==> config.mk <==
export PLATFORM = sky130hd
export DESIGN_NAME = clkdiv_sched
export DESIGN_NICKNAME = d
export VERILOG_FILES = /design/src/rtl/clkdiv_sched.sv
export SDC_FILE = /design/constraint.sdc
export NUM_CORES = 1
export LEC_CHECK = 0
export ABC_AREA = 1
export ABC_CLOCK_PERIOD_IN_PS = 1400
export CORE_ASPECT_RATIO = 1.25
export CORE_MARGIN = 3
export CORE_UTILIZATION = 49
export CTS_BUF_LIST = sky130_fd_sc_hd__clkbuf_2
export CTS_CLUSTER_DIAMETER = 100
export DETAILED_ROUTE_END_ITERATION = 7
export PLACE_DENSITY = 0.79
export SYNTH_ARGS = -nofsm -noshare
export SYNTH_HDL_FRONTEND = slang
export SYNTH_SLANG_ARGS = --single-unit
export TNS_END_PERCENT = 5
==> constraint.sdc <==
create_clock -name clk -period 1.4 [get_ports clk]
set_input_delay 0.42 -clock clk [delete_from_list [all_inputs] [get_ports clk]]
set_output_delay 0.42 -clock clk [all_outputs]
set_load 0.005 [all_outputs]
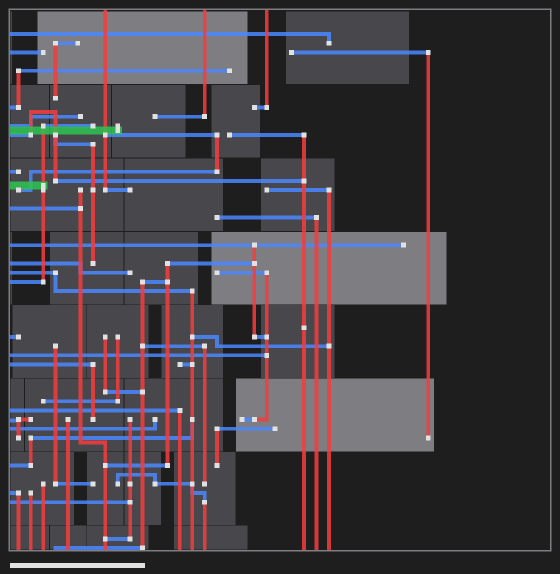
Figure 1: close-up of the layout.
Scale bar: 5 um. Region (22, 29) to (42, 49) um. Cells in grey, sequential cells in the stronger grey; small squares are vias.
- metal 1: blue
- metal 3: green
- metal 2: red
- most frequent: buf_4 (7), nand3_2 (3), nor2_1 (2)
- sequential cells in the window: 3
- cells with their middle in the window: 23

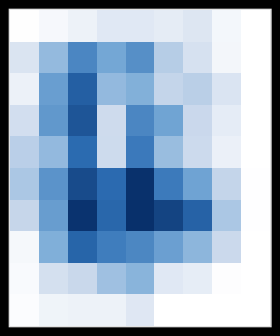
Figure 2: wire density map.
9 x 10 tiles, from white (low) to dark blue (high), scaled to the fullest tile. Values are wire area over tile area, all layers added.
- mean over tiles: 0.22
- emptiest ninth of the die: upper right
- densest ninth of the die: centre
Wirelength per Cell: 15.9 um
drt total wl: 2890 um
total track usage: 25.8%
via count: 1031

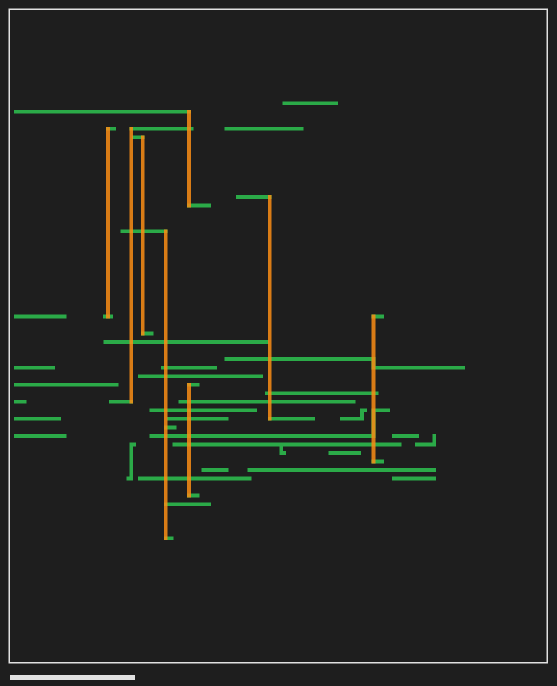
Figure 3: metal layers overlaid.
Scale bar: 10 um. Two of the layers only.
- metal 3: green (wire length 235 um)
- metal 4: orange (wire length 122 um)

==> results.tsv <==
stage	metric	value	unit
status	status	finished with violations	
status	violations	negative setup slack	
logic_synthesis	synth_cells	120	
logic_synthesis	yosys_warnings	0	
finish	seq_area	251	um^2
worst_setup_path	crit_path_start_kind	register	
worst_setup_path	reg2reg_depth	14	
logic_synthesis	simple_gate_area_share	45.0	%
worst_setup_path	cp.arrival	1290	ps
floorplanning	initCoreUtil	52.4	%
place	placed_area	1150	um^2
place	pre_cts_slack	-556	ps
logic_synthesis	synth_flops	12	
place	place_inst	174	
power	p_leak	0.592	nW
detailed_routing	viasPerCell	5.66	
logic_synthesis	synthArstFlopShare	0	%
logic_synthesis	ys_cells	120	
logic_synthesis	synth.top_cell.area_share	29.0	%
global_routing	grt_max_degree	9	
global_routing	antenna_found_initial	0	
sta	setup_viol	7	
logic_synthesis	edf_count	0	
logic_synthesis	ys_sh_aoi	12.1	%
finish	drive_gt1_share	45.7	%
logic_synthesis	top_cells_by_area	dfxtp_1, nand2_1, nor2_1, nand3_2, nand3_1	
finish	lay_top_count	buf_4	
logic_synthesis	synthTopLogicFamily	simple AND/OR/NAND/NOR gates	
logic_synthesis	synth_nets	128	
clock_network	hold_buffers	0	
hold_path	hp-class	in2reg	
sta	relSlewSlack	77.2	%
clock_network	cts_tree	yes	
global_routing	grt-ovfl-total	0	
floorplanning	nWellTaps	18	
sta	period_minus_slack	1710	ps
worst_setup_path	path_delay_family	flip-flops	
logic_synthesis	synthDistinctLibCells	27	
logic_synthesis	xor_area_share	3.17	%
clock_network	cts-root-buf	clkbuf_2	
sta	setup_slack	-310	ps
-- report_power, final --
group / leakage, nW / switching (mW) / internal (mW) / total [mW]
logic: 0.477 / 0.179 / 0.161 / 0.340
clock network: 0.0140 / 0.136 / 0.0620 / 0.198
registers: 0.101 / 0.0209 / 0.361 / 0.382
-- what timing repair did --
action	in CTS	in global routing
pin swaps	2	12
endpoints found under the setup margin	15	13
buffers inserted	2	2
resized	25	17
-- metrics by stage --
step                total power [mW]  hold WS [ps]  TNS (ps)  util [%]
CTS                            0.880           520     -1520      76.3
global route                   0.953           540     -1980      79.3
floorplan                      0.543           449     -84.3         -
detailed placement             0.689           500     -3420      72.5
finish                         0.920           508     -1260      79.3
global placement               0.679           495     -2930      72.5
No activity file was given, so power comes from the tool's default toggle rates.
